--- src/rtl/flit_reassembly_pkg.sv ---
// flit_reassembly_pkg: flit format, field widths, reassembly defaults and slot-state encoding
package flit_reassembly_pkg;
  localparam int NUM_MSHR_DEF = 4;
  localparam int MAX_FLITS_DEF = 4;
  localparam int MSHR_W = 2;
  localparam int REQ_W = 4;
  localparam int SIZE_W = 3;
  localparam int FID_W = 2;
  localparam int PAYLOAD_W = 8;
  localparam int PPV_W = 4;
  localparam int COORD_W = 2;
  typedef struct packed {
    logic vld;
    logic deflect;
    logic golden;
    logic silver;
    logic [PPV_W-1:0] ppv;
    logic [COORD_W-1:0] dst_x;
    logic [COORD_W-1:0] dst_y;
    logic [MSHR_W-1:0] mshr_id;
    logic [REQ_W-1:0] requester_id;
    logic [SIZE_W-1:0] pkt_size;
    logic [FID_W-1:0] flit_id;
    logic [PAYLOAD_W-1:0] payload;
  } flit_int_t;
  typedef enum logic [1:0] {SLOT_IDLE, SLOT_COLLECT, SLOT_DONE} slot_state_e;
endpackage

--- src/rtl/flit_reassembly_if.sv ---
// flit_reassembly_if: ejected-flit input plus reassembled-packet valid/ready output bus
interface flit_reassembly_if import flit_reassembly_pkg::*; #(
  parameter int MAX_FLITS = MAX_FLITS_DEF
);
  flit_int_t ej_flit;
  logic pkt_vld;
  logic pkt_rdy;
  logic [MSHR_W-1:0] pkt_mshr_id;
  logic [REQ_W-1:0] pkt_requester_id;
  logic [SIZE_W-1:0] pkt_size;
  logic [MAX_FLITS*PAYLOAD_W-1:0] pkt_payload;
  logic err;
  modport master (
    input ej_flit, pkt_rdy,
    output pkt_vld, pkt_mshr_id, pkt_requester_id, pkt_size, pkt_payload, err
  );
  modport slave (
    output ej_flit, pkt_rdy,
    input pkt_vld, pkt_mshr_id, pkt_requester_id, pkt_size, pkt_payload, err
  );
endinterface

--- src/rtl/reasm_rr_arbiter.sv ---
// reasm_rr_arbiter: round-robin grant over N requesters, search starts just after the last taken grant
module reasm_rr_arbiter #(
  parameter int N = 4,
  localparam int IW = $clog2(N)
) (
  input logic clk,
  input logic reset,
  input logic [N-1:0] req,
  input logic advance,
  output logic [N-1:0] gnt,
  output logic [IW-1:0] gnt_idx,
  output logic gnt_vld
);
  logic [IW-1:0] ptr, cand;
  always_comb begin
    gnt_idx = '0;
    gnt_vld = 1'b0;
    cand = '0;
    for (int i = 0; i < N; i++) begin
      cand = IW'((int'(ptr) + i) % N);
      if (!gnt_vld && req[cand]) begin
        gnt_vld = 1'b1;
        gnt_idx = cand;
      end
    end
    gnt = '0;
    gnt[gnt_idx] = gnt_vld;
  end
  always_ff @(posedge clk)
    if (reset) ptr <= '0;
    else if (advance && gnt_vld) ptr <= IW'((int'(gnt_idx) + 1) % N);
endmodule

--- src/rtl/flit_reassembly.sv ---
// flit_reassembly: per-MSHR reassembly of ejected flits with a registered round-robin packet output stage.
// Define REASM_ERR_CHK_EN to drop malformed flits and raise the sticky err flag.
module flit_reassembly import flit_reassembly_pkg::*; #(
  parameter int NUM_MSHR = NUM_MSHR_DEF,
  parameter int MAX_FLITS = MAX_FLITS_DEF
) (
  input logic clk,
  input logic reset,
  flit_reassembly_if.master bus
);
  localparam int IW = $clog2(NUM_MSHR);
  slot_state_e state_q [NUM_MSHR], state_n [NUM_MSHR];
  logic [MAX_FLITS-1:0] mask_q [NUM_MSHR], mask_n [NUM_MSHR];
  logic [REQ_W-1:0] rid_q [NUM_MSHR], rid_n [NUM_MSHR];
  logic [SIZE_W-1:0] size_q [NUM_MSHR], size_n [NUM_MSHR];
  logic [PAYLOAD_W-1:0] data_q [NUM_MSHR][MAX_FLITS], data_n [NUM_MSHR][MAX_FLITS];
  logic [NUM_MSHR-1:0] loaded_q, loaded_n, done_q, is_done, req, gnt;
  logic [IW-1:0] fs, gnt_idx, out_idx;
  logic [FID_W-1:0] fid;
  logic [MAX_FLITS-1:0] new_mask;
  logic [SIZE_W-1:0] cur_size, out_size;
  logic [REQ_W-1:0] out_rid;
  logic [MAX_FLITS*PAYLOAD_W-1:0] sel_payload, out_payload;
  logic gnt_vld, out_vld, hs, load, bad, unused_fields;
  assign fs = IW'(bus.ej_flit.mshr_id);
  assign fid = bus.ej_flit.flit_id;
  assign hs = out_vld && bus.pkt_rdy;
  assign load = gnt_vld && (!out_vld || bus.pkt_rdy);
  assign unused_fields = ^{bus.ej_flit.deflect, bus.ej_flit.golden, bus.ej_flit.silver,
                           bus.ej_flit.ppv, bus.ej_flit.dst_x, bus.ej_flit.dst_y};
  // done_q delays arbitration eligibility one cycle after a slot completes
  always_comb begin
    is_done = '0;
    for (int i = 0; i < NUM_MSHR; i++) is_done[i] = state_q[i] == SLOT_DONE;
    req = is_done & done_q & ~loaded_q;
  end
  reasm_rr_arbiter #(.N(NUM_MSHR)) u_arb (
    .clk(clk),
    .reset(reset),
    .req(req),
    .advance(load),
    .gnt(gnt),
    .gnt_idx(gnt_idx),
    .gnt_vld(gnt_vld)
  );
  always_comb begin
    bad = 1'b0;
`ifdef REASM_ERR_CHK_EN
    bad = state_q[fs] == SLOT_DONE || bus.ej_flit.pkt_size == '0 ||
          bus.ej_flit.pkt_size > SIZE_W'(MAX_FLITS) || SIZE_W'(fid) >= bus.ej_flit.pkt_size ||
          (state_q[fs] == SLOT_COLLECT && (mask_q[fs][fid] || bus.ej_flit.pkt_size != size_q[fs]));
`endif
  end
  // handshake is applied last so a slot leaving the output always returns to IDLE
  always_comb begin
    state_n = state_q;
    mask_n = mask_q;
    rid_n = rid_q;
    size_n = size_q;
    data_n = data_q;
    loaded_n = loaded_q | (load ? gnt : '0);
    cur_size = state_q[fs] == SLOT_IDLE ? bus.ej_flit.pkt_size : size_q[fs];
    new_mask = mask_q[fs] | (MAX_FLITS'(1) << fid);
    if (bus.ej_flit.vld && !bad) begin
      data_n[fs][fid] = bus.ej_flit.payload;
      mask_n[fs] = new_mask;
      if (state_q[fs] == SLOT_IDLE) begin
        rid_n[fs] = bus.ej_flit.requester_id;
        size_n[fs] = bus.ej_flit.pkt_size;
      end
      if (state_q[fs] != SLOT_DONE)
        state_n[fs] = SIZE_W'($countones(new_mask)) == cur_size ? SLOT_DONE : SLOT_COLLECT;
    end
    if (hs) begin
      state_n[out_idx] = SLOT_IDLE;
      mask_n[out_idx] = '0;
      loaded_n[out_idx] = 1'b0;
    end
  end
  always_comb begin
    sel_payload = '0;
    for (int k = 0; k < MAX_FLITS; k++) sel_payload[k*PAYLOAD_W +: PAYLOAD_W] = data_q[gnt_idx][k];
  end
  always_ff @(posedge clk) begin
    rid_q <= rid_n;
    size_q <= size_n;
    data_q <= data_n;
    if (reset) begin
      state_q <= '{default: SLOT_IDLE};
      mask_q <= '{default: '0};
      loaded_q <= '0;
      done_q <= '0;
      out_vld <= 1'b0;
      out_idx <= '0;
      out_rid <= '0;
      out_size <= '0;
      out_payload <= '0;
    end else begin
      state_q <= state_n;
      mask_q <= mask_n;
      loaded_q <= loaded_n;
      done_q <= is_done;
      if (load) begin
        out_vld <= 1'b1;
        out_idx <= gnt_idx;
        out_rid <= rid_q[gnt_idx];
        out_size <= size_q[gnt_idx];
        out_payload <= sel_payload;
      end else if (hs) out_vld <= 1'b0;
    end
  end
`ifdef REASM_ERR_CHK_EN
  logic err_q;
  always_ff @(posedge clk) err_q <= reset ? 1'b0 : err_q | (bus.ej_flit.vld & bad);
  assign bus.err = err_q;
`else
  assign bus.err = 1'b0;
`endif
  assign bus.pkt_vld = out_vld;
  assign bus.pkt_mshr_id = MSHR_W'(out_idx);
  assign bus.pkt_requester_id = out_rid;
  assign bus.pkt_size = out_size;
  assign bus.pkt_payload = out_payload;
endmodule

--- src/flat_wrapper.sv ---
// flat-port wrapper written by rule: the top's interface ports become plain ports
module flit_reassembly_flat import flit_reassembly_pkg::*;
#(
  parameter int NUM_MSHR = NUM_MSHR_DEF,
  parameter int MAX_FLITS = MAX_FLITS_DEF
)
  (clk, reset, bus_ej_flit, bus_pkt_rdy, bus_pkt_vld, bus_pkt_mshr_id, bus_pkt_requester_id, bus_pkt_size, bus_pkt_payload, bus_err);
  flit_reassembly_if #(.MAX_FLITS(MAX_FLITS)) bus_i ();
  input logic clk;
  input logic reset;
  input wire logic [$bits(bus_i.ej_flit)-1:0] bus_ej_flit;
  input wire logic [$bits(bus_i.pkt_rdy)-1:0] bus_pkt_rdy;
  output wire logic [$bits(bus_i.pkt_vld)-1:0] bus_pkt_vld;
  output wire logic [$bits(bus_i.pkt_mshr_id)-1:0] bus_pkt_mshr_id;
  output wire logic [$bits(bus_i.pkt_requester_id)-1:0] bus_pkt_requester_id;
  output wire logic [$bits(bus_i.pkt_size)-1:0] bus_pkt_size;
  output wire logic [$bits(bus_i.pkt_payload)-1:0] bus_pkt_payload;
  output wire logic [$bits(bus_i.err)-1:0] bus_err;
  assign bus_i.ej_flit = bus_ej_flit;
  assign bus_i.pkt_rdy = bus_pkt_rdy;
  assign bus_pkt_vld = bus_i.pkt_vld;
  assign bus_pkt_mshr_id = bus_i.pkt_mshr_id;
  assign bus_pkt_requester_id = bus_i.pkt_requester_id;
  assign bus_pkt_size = bus_i.pkt_size;
  assign bus_pkt_payload = bus_i.pkt_payload;
  assign bus_err = bus_i.err;
  flit_reassembly #(.NUM_MSHR(NUM_MSHR), .MAX_FLITS(MAX_FLITS)) u_core (.clk(clk), .reset(reset), .bus(bus_i));
endmodule
--- config.mk ---
export PLATFORM = sky130hd
export DESIGN_NAME = flit_reassembly_flat
export DESIGN_NICKNAME = d
export VERILOG_FILES = /design/src/rtl/flit_reassembly_pkg.sv /design/src/rtl/flit_reassembly_if.sv /design/src/rtl/reasm_rr_arbiter.sv /design/src/rtl/flit_reassembly.sv /design/src/flat_wrapper.sv
export SDC_FILE = /design/constraint.sdc
export NUM_CORES = 1
export LEC_CHECK = 0
export CAP_MARGIN = 40
export CORE_ASPECT_RATIO = 0.75
export CORE_MARGIN = 4
export CORE_UTILIZATION = 50
export DETAILED_ROUTE_END_ITERATION = 10
export GPL_TIMING_DRIVEN = 0
export HOLD_SLACK_MARGIN = 0.03
export MAX_ROUTING_LAYER = met4
export PLACE_DENSITY_LB_ADDON = 0.25
export SYNTH_ARGS = -nofsm -noshare
export SYNTH_HDL_FRONTEND = slang
export SYNTH_HIERARCHICAL = 1
export SYNTH_SLANG_ARGS = --single-unit
--- constraint.sdc ---
create_clock -name clk -period 12.1 [get_ports clk]
set_clock_uncertainty 0.15 [all_clocks]
set_input_delay 3.025 -clock clk [delete_from_list [all_inputs] [get_ports clk]]
set_output_delay 3.025 -clock clk [all_outputs]
set_load 0.1 [all_outputs]
Run 1, sequential cells coloured by netlist name:
Scale bar: 50 microns. Other sequential cells in the stronger grey, the rest of the logic in the fainter grey.
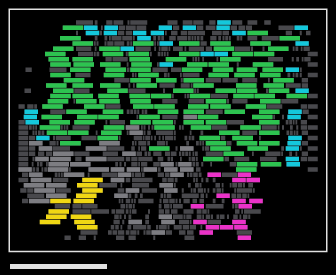
Key: cyan = u_core/bus.pkt_payload [sequential cells 32]; yellow = u_core/size_q [sequential cells 12, where south-west]; green = u_core/data_q [sequential cells 128]; magenta = u_core/mask_q [sequential cells 16, where south-east]
power consumed by sequential cells: 868 uW
post-layout util: 0.6399
combined flip-flop and latch cell area: 0.006206 sq mm
sequential portion of the cell area: 0.5460

Run 1, the metal 1 layer:
Scale bar: 50 microns.
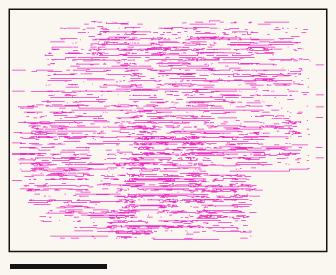
740 nets have wire on it. The layer holds 43% of the routed length. The wires run mostly horizontal. The longest straight run is 75.4 microns. The layer carries 8,690 microns of wire.
GRT met1 Usage: 0.2867
total number of vias: 5,675
aggregate routed wire length: 20.10 mm

Run 1, zoomed window:
Scale bar: 20 microns. Region (57, 62) to (107, 112) microns. Cells in grey, sequential cells in the stronger grey; small squares are vias.
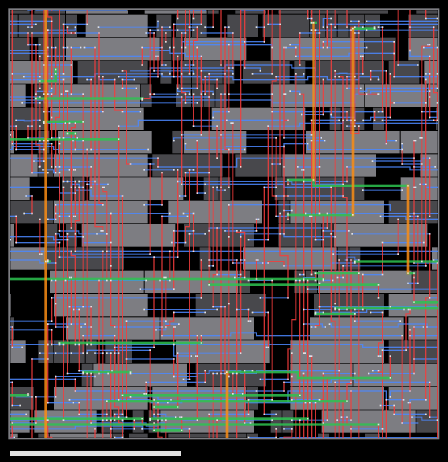
Key: orange = met4; blue = met1; green = met3; red = met2
Most frequent: edfxtp_1 (35), nand2_1 (18), nor2_1 (12). 124 logic cells have their middle in the window. Sequential cells in the window: 42. Netlist names of flops here include u_core/data_q (35), u_core/bus.pkt_payload (5).

==> notes.md, run 1 <==
Reports from this run.

- The flow ran to the end, and the final reports show no timing, DRC or antenna violations.
- The path category of the worst min-delay check is reg2reg.
- The critical path starts at bus_ej_flit[18].
- For this run, asynchronously set or reset flops after synthesis account for 0.
- The die width is 163.7 microns.
- Per the final layout report, the fraction of cells sized above drive strength 1 comes to 0.1844.
- After clock tree synthesis, the clock-pin slew on the worst setup and hold paths is 70 ps.
- The worst setup path is launched from an input pin.
- The element type at the critical path end is a flop.
- Looking at the max-slew report, the worst-margin pin has a slew of 953.4 ps.
- The post-route setup TNS reads 0 ps.
- For the worst setup path, the data arrival time is 6880 ps.
- The longest individual stage delay on the worst path reads 590 ps.
- In this run the deepest clock path goes through 3 buffers.
- The most popular library cell in the synthesized design by count reads edfxtp_1.
- The register with the most flip-flops in the layout has 128 of them.
- The synthesis log from Yosys contains 6 warnings.
- Detailed placement reports a standard cell area of 0.01068 sq mm.
- For reference, the critical path is captured by u_core/state_q[6].
- The setup slack of the critical path after layout reads 5478 ps.
- The count of library flops with an enable pin is 156.
- The worst-case vdd ir drop is 0.1121 mV.
- The end of the worst register-to-register path is u_core/bus.pkt_payload[11].
- The DRC violation count after routing is 0.
- The area of the placeable core is 0.01776 sq mm.
- The root buffer selected by CTS is clkbuf_16.
- The number of cells in Yosys stat reads 621.
- The worst setup slack for register-to-register paths is 8510 ps.
- Endpoints failing hold in the final report were tallied at 0.
- The end point of the worst hold path reads u_core/bus.pkt_payload[20].
- The via-per-instance ratio is 5.608.
- The critical path in this run is classified as in2reg.
- The synthesized netlist occupies a cell area of 0.009092 sq mm.
- The placement row count reads 42.
- In this run the most critical hold path is launched from u_core/bus.pkt_payload[20].
- The average instance in the mapped netlist occupies 14.64 sq um.
- The final layout net count reads 796.
- Buffers placed on the I/O ports in this run total 60.
- The clock period minus worst slack reads 6622 ps.
- The combinational gate power reads 84.0 uW.
- The heaviest power group reads sequential cells.
- The worst hold slack is 304.0 ps.
- Of the synthesized area, sequential elements account for 0.6825.
- The sequential share of power is 0.539.
- The top routing layer in use is met4.
- The met2 routed wirelength reads 9.607 mm.
- By area the synthesized netlist is led by edfxtp_1 52%, dfxtp_1 17%, mux4_2 11%.
- The via count of the first global-routing pass is 5,922.
- The share of Yosys cell area claimed by the top area cell type is 0.5152.
- The number of cells on the worst reg-to-reg path is 8.
- The number of ports placed on the die boundary is 77.
- Setup repair after global routing left no endpoint under its margin.
- The starting DRC count in detailed routing reads 482.
- The floorplan die area is 0.02043 sq mm.
- TritonCTS built the clock tree.
- The unique cell type count in the Yosys netlist reads 45.
- Once placement completed, the tool counted placed cells totaling 973.
- The number of nets at floorplan reads 662.
- The worst slew margin relative to its limit reads 0.3557.
- The iteration tally of the first detailed-router pass reads 5.
- The total of cells resized after clock tree synthesis is 0.
- The HPWL reported at the end of detailed placement reads 13.81 mm.
- The routing usage on met2 reads 0.3201.
- The final routed wire length divided by cell count reads 19.86 microns.
- After its last routability iteration, the placer logged a weighted congestion of 0.8023.
- The number of synthesized register bits reads 232.
- The worst hold path depth is 2.
- Warnings raised by the tools during the run amount to 40.
- The die height reads 124.8 microns.
- Total power normalized to cell area comes to 141.6 mW/mm^2.
- The wire length on met1 reads 8.686 mm.
- The report lists the cells along the critical path as clkbuf_1 > clkbuf_1 > mux4_2 > a21oi_1 > fa_1 > inv_1 > ha_1 > ha_1 > nand2b_1 > a211oi_1 > a211oi_2 > and2_2 > a311oi_1.
- The post-route antenna net violation count is 0.
- Entering global routing, the biggest net connects 17 pins.
- More flip-flops sit in one register than any other, and that register is u_core/data_q.
- The top cell type by total area after synthesis reads edfxtp_1.
- The internal power of the cells reads 1.277 mW.
- The switching share of total power is 0.2066.
- Total global-route track usage over all layers is 0.2074.
- The area growth from synthesis to layout is 25.00%.
- The clock network latency to the later pin of the worst-skew pair is 500 ps.
- The total clock sinks is 232.
- The wire length of the first global-routing pass reads 32.28 mm.
- The post-synthesis cell count reads 621.
- The slowest library cell on the worst path reads mux4_2.
- The post-synth area from yosys stat reads 0.009092 sq mm.
run 1: critical path, delay by kind of cell:
kind | cells | cell delay, ps
compound gates | 4 | 1060
fa+ha+maj | 3 | 910
buf+inv | 3 | 880
mux | 1 | 590
simple gates | 2 | 400
run 1: final cells by class:
class	count	area (sq um)
Fill cell	1304	6396
Sequential cell	232	6206
Multi-Input combinational cell	338	2671
Timing Repair Buffer	110	1286
Clock buffer	36	644.4
Tap cell	242	302.8
Buffer	35	155.1
Inverter	16	60.06
Clock inverter	3	40.04
run 1: cell families after synthesis:
logic type / synth area share
flops: 0.6825
simple gates: 0.09509
buf+inv: 0.02367
other cells: 0.0004124
compound gates: 0.06509
mux: 0.1227
fa+ha+maj: 0.01046
==> run 1 -> run 2 <==
clock period = 5.62 ns   (was 12.1 ns; I/O delays follow)
Run 2, sequential cells coloured by netlist name:
Scale bar: 50 microns. Other sequential cells in the stronger grey, the rest of the logic in the fainter grey.
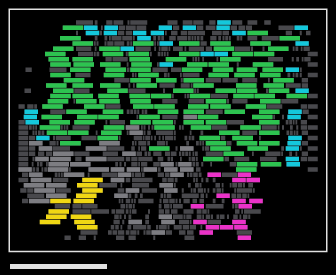
Key: green = u_core/data_q [sequential cells 128]; yellow = u_core/size_q [sequential cells 12, where south-west]; cyan = u_core/bus.pkt_payload [sequential cells 32]; magenta = u_core/mask_q [sequential cells 16, where south-east]
Another 44 sequential cells are not coloured.
power consumed by sequential cells: 1.87 mW

==> run 2 against run 1 <==
Global-route usage did not move. Largest cell class unchanged. Critical path type unchanged. Worst hold slack did not move. Synthesized cell count did not move. Synthesized area did not move. Final area did not move.
==> notes.md, run 2 <==
Reports from this run.

- The count of clock-net buffers in the final layout is 36 (unchanged).
- The number of nets at floorplan is 662 (unchanged).
- The longest individual stage delay on the worst path reads 590 ps (about the same).
- The number of cells in Yosys stat reads 621 (unchanged).
- The fraction of the core area covered by cells at the end of the flow reads 0.6399 (unchanged).
- The cell count along the critical path is 13 (unchanged).
- The clock period minus worst slack is 5002 ps.
- The start point of the critical path is bus_ej_flit[18].
- The wire length of the first global-routing pass is 32.28 mm (unchanged).
- The iteration tally of the first detailed-router pass is 5 (unchanged).
- The worst-case vdd ir drop is 0.2413 mV (+120%).
- The sum of routed wire length over all layers came to 20.10 mm (unchanged).
- The final layout net count reads 796 (unchanged).
- The number of multi-input combinational cells in the layout is 338 (unchanged).
- The DRC violation count after routing is 0 (unchanged).
- The area taken by flip-flops and latches came to 0.006206 sq mm (unchanged).
- The top cell type by total area after synthesis reads edfxtp_1.
- The met1 layer usage reported by global route is 0.2867 (unchanged).
- STA classifies the critical path endpoint as a flop.
- The classification of the worst setup path is in2reg.
- TritonCTS built the clock tree.
- The fraction of area in multi-input gates reads 0.2350 (unchanged).
- The combined area of all synthesized cells reads 0.009092 sq mm (unchanged).
- The cell class ranked first by area reads flip-flops and latches.
- The flow ran to the end, and the final reports show no timing, DRC or antenna violations.
- The number of synthesized register bits reads 232 (unchanged).
- The post-route antenna net violation count is 0 (unchanged).
- The total number of tap cells is 242 (unchanged).
- The wire length on met1 is 8.686 mm (unchanged).
- The ratio of cells with drive above 1 in the final layout reads 0.1844 (unchanged).
- The placement row count reads 42 (unchanged).
- The count of buffering cells on the critical path with inverters included reads 3 (unchanged).
- The post-synth area from yosys stat reads 0.009092 sq mm (unchanged).
- The share of Yosys cell area claimed by the top area cell type is 0.5152 (unchanged).
- The flip-flop count of the largest register, all copies and words added is 128 (unchanged).
- The signed area change from the synthesized netlist to the final layout is 25.00% (unchanged).
- The total clock sinks is 232 (unchanged).
- The unique cell type count in the Yosys netlist is 45 (unchanged).
- The worst-margin pin slew is 953.4 ps (unchanged).
- The worst hold path begins at u_core/bus.pkt_payload[20].
- The number of ports placed on the die boundary came to 77 (unchanged).
- The final routed wire length divided by cell count reads 19.86 microns (unchanged).
- The worst slew margin relative to its limit reads 0.3557 (unchanged).
- The count of warning messages emitted by the tools reads 40 (unchanged).
- The kind of cell with the highest combined delay along the critical path is AND-OR/OR-AND gates.
- The buffer depth of the longest clock path is 3 (unchanged).
- The routing usage on met2 came to 0.3201 (unchanged).
- The HPWL reported at the end of detailed placement is 13.81 mm (unchanged).
- The root buffer selected by CTS is clkbuf_16.
- The worst setup slack for register-to-register paths is 2030 ps (-6480 ps).
- The filler cell count in the final layout reads 1,304 (unchanged).
- The number of synthesis warnings came to 6 (unchanged).
- Ranked by total cell area, the synthesized netlist is headed by edfxtp_1 52%, dfxtp_1 17%, mux4_2 11%.
- The slowest library cell on the worst path is mux4_2.
- The top routing layer in use reads met4.
- The area of the placeable core reads 0.01776 sq mm (unchanged).
- The count of input and output buffers is 60 (unchanged).
- The maximum number of pins on one net before global-route repair reads 17 (unchanged).
- The via-per-instance ratio reads 5.608 (unchanged).
==> run 2: cell counts after synthesis <==
Identical to the previous run, type by type.
==> run 2: cells by family (layout without fill, tap and decap cells) <==
kind of cell | after synthesis | in the layout | share of synthesized area
flip-flops | 232 | 232 | 0.6825
AND/OR/NAND/NOR | 187 | 187 | 0.09509
AND-OR/OR-AND | 93 | 93 | 0.06509
buffers and inverters | 51 | 200 | 0.02367
multiplexers | 50 | 50 | 0.1227
adder cells (fa/ha/maj) | 7 | 7 | 0.01046
other | 1 | 1 | 0.0004124
==> run 2: power by group <==
group | leakage (nW) | internal (mW) | switching [mW]
Sequential | 2.03 | 1.86 | 0.0123
Clock | 0.333 | 0.826 | 0.589
Combinational | 1.40 | 0.0661 | 0.115
Total | 3.76 | 2.75 | 0.716
==> run 2 -> run 3 <==
PLACE_DENSITY = 0.73   (was not set)
PLACE_DENSITY_LB_ADDON = not set   (was 0.25)
Run 3, the metal 1 layer:
Scale bar: 50 microns.
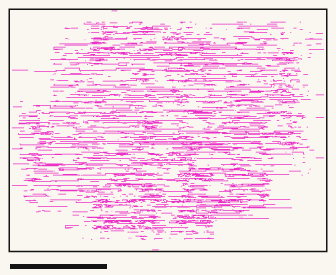
The layer carries 8,720 microns of wire. 747 nets have wire on it. The layer holds 42% of the routed length. The wires run mostly horizontal.
total number of vias: 5,810
GRT met1 Usage: 0.2973
aggregate routed wire length: 20.79 mm

==> run 3 against run 2 <==
Register-to-register slack hardly changed. Sequential cell count stayed put. Final area is 0.46% higher. Setup slack worse by 61 ps. Via count is 2.4% higher. Global-route usage is 0.69 points higher. Clock power is 5% higher. Synthesized cell count stayed put. Clock-buffer cell count is 6 lower. Wire length is 3.4% higher. Critical path type unchanged.
==> notes.md, run 3 <==
Reports from this run.

- The sequential share of power is 0.527 (-0.012).
- The part of the total power dissipated in the clock network reads 0.422 (+0.014).
- The mux contribution to synthesized area reads 0.1227 (unchanged).
- The maximum number of pins on one net before global-route repair is 17 (unchanged).
- The area fraction in full adders, half adders and majority gates is 0.01046 (unchanged).
- The post-synth area from yosys stat came to 0.009092 sq mm (unchanged).
- The fraction of area in multi-input gates is 0.2339 (-0.001083).
- The number of nets at floorplan is 662 (unchanged).
- The total number of tap cells is 242 (unchanged).
- The synthesized-area fraction occupied by ao, oa, aoi and oai cells reads 0.06509 (unchanged).
- The worst-margin pin slew is 904.1 ps (-49.34 ps).
- The count of buffering cells on the critical path with inverters included is 3 (unchanged).
- The filler cell count in the final layout reads 1,279 (-1.9%).
- The top routing layer in use is met4.
- The run finished with clean final reports.
- The category of cells accounting for the largest share of critical-path delay reads AND-OR/OR-AND gates.
- The fraction of synthesized cell area in xor and xnor cells reads 0 (unchanged).
- The unique cell type count in the Yosys netlist reads 45 (unchanged).
- The slowest library cell on the worst path reads mux4_2.
- The wire length of the first global-routing pass reads 33.02 mm (+2.3%).
- The final routed wire length divided by cell count is 20.48 microns (+3.1%).
- The ratio of cells with drive above 1 in the final layout reads 0.1915 (+0.007046).
- The flip-flop count of the largest register, all copies and words added is 128 (unchanged).
- The worst hold path begins at u_core/bus.pkt_payload[10].
- The HPWL reported at the end of detailed placement is 14.32 mm (+3.7%).
- The worst-case vdd ir drop is 0.1910 mV (-21%).
- The clock period minus worst slack is 5062 ps (+60.57 ps).
- The post-route antenna net violation count is 0 (unchanged).
- The cell class ranked first by area is flip-flops and latches.
- The clock tree from TritonCTS is yes.
- The area of the placeable core came to 0.01776 sq mm (unchanged).
- The fraction of the mapped netlist area in simple logic gates was 0.09509 (unchanged).
- The area taken by flip-flops and latches reads 0.006206 sq mm (unchanged).
- The number of synthesis warnings was 6 (unchanged).
- The heaviest power group is sequential cells.
- The element type at the critical path end is a flop.
- The sequential power reads 1.87 mW (about the same).
- The combinational gate power is 181 uW (about the same).
- The power dissipated by switching net loads was 738.6 uW (+3.1%).
- The number of cells in Yosys stat was 621 (unchanged).
- The total clock buffers created by CTS reads 23.
- The number of ports placed on the die boundary reads 77 (unchanged).
- The placement row count reads 42 (unchanged).
- The total of cells resized after clock tree synthesis reads 0.
- The final layout net count is 798 (+0.25%).
- The worst setup slack for register-to-register paths is 2040 ps (about the same).
- The iteration tally of the first detailed-router pass was 5 (unchanged).
- By area the synthesized netlist is led by edfxtp_1 52%, dfxtp_1 17%, mux4_2 11%.
- The longest individual stage delay on the worst path is 580 ps (about the same).
- edfxtp_1 takes more of the synthesized area than any other cell.
- The combined area of all synthesized cells reads 0.009092 sq mm (unchanged).
- The via-per-instance ratio is 5.724 (+2.1%).
- The cell count along the critical path was 13 (unchanged).
- The buffer depth of the longest clock path reads 3 (unchanged).
- The wire length on met1 is 8.718 mm (+0.37%).
- The count of warning messages emitted by the tools is 40 (unchanged).
- The remaining global-route overflow reads 0.
- The share of Yosys cell area claimed by the top area cell type came to 0.5152 (unchanged).
- The count of input and output buffers is 60 (unchanged).
- The root buffer selected by CTS reads clkbuf_16.
- The share of power burned in combinational logic reads 0.051 (about the same).
- The signed area change from the synthesized netlist to the final layout reads 25.58%.
- The routing usage on met2 is 0.3347 (+0.01457).
- The switching share of total power is 0.2083 (+0.001687).
- The critical path in this run is classified as in2reg.
- The DRC violation count after routing reads 0 (unchanged).
-- run 3: cell count changes in the layout (fill, tap and decap cells not counted) --
cell             previous run  this run
inv_8                       0         1
clkinv_2                    2         3
clkinvlp_4                  0         1
buf_2                       7        11
clkdlybuf4s15_2             0         1
clkbuf_8                    2         3
clkinv_1                    0         4
clkbuf_2                    0         1
buf_4                       5         1
clkbuf_1                   31        24
bufinv_16                   1         2
clkdlybuf4s18_2             1         0
-- run 3: through the flow --
stage	util	total power [mW]	setup WS, ps	instance area (sq um)	std cells
CTS	0.6423	3.574	596.8	11410	1013
finish	0.6429	3.546	557.9	11420	1015
detailed placement	0.6006	2.085	152.4	10670	972
global route	0.6429	3.666	290.0	11420	1015
global placement	0.5628	2.070	332.1	9996	923
floorplan	-	2.012	777.2	9092	621
Power and IR drop assume default switching activity.
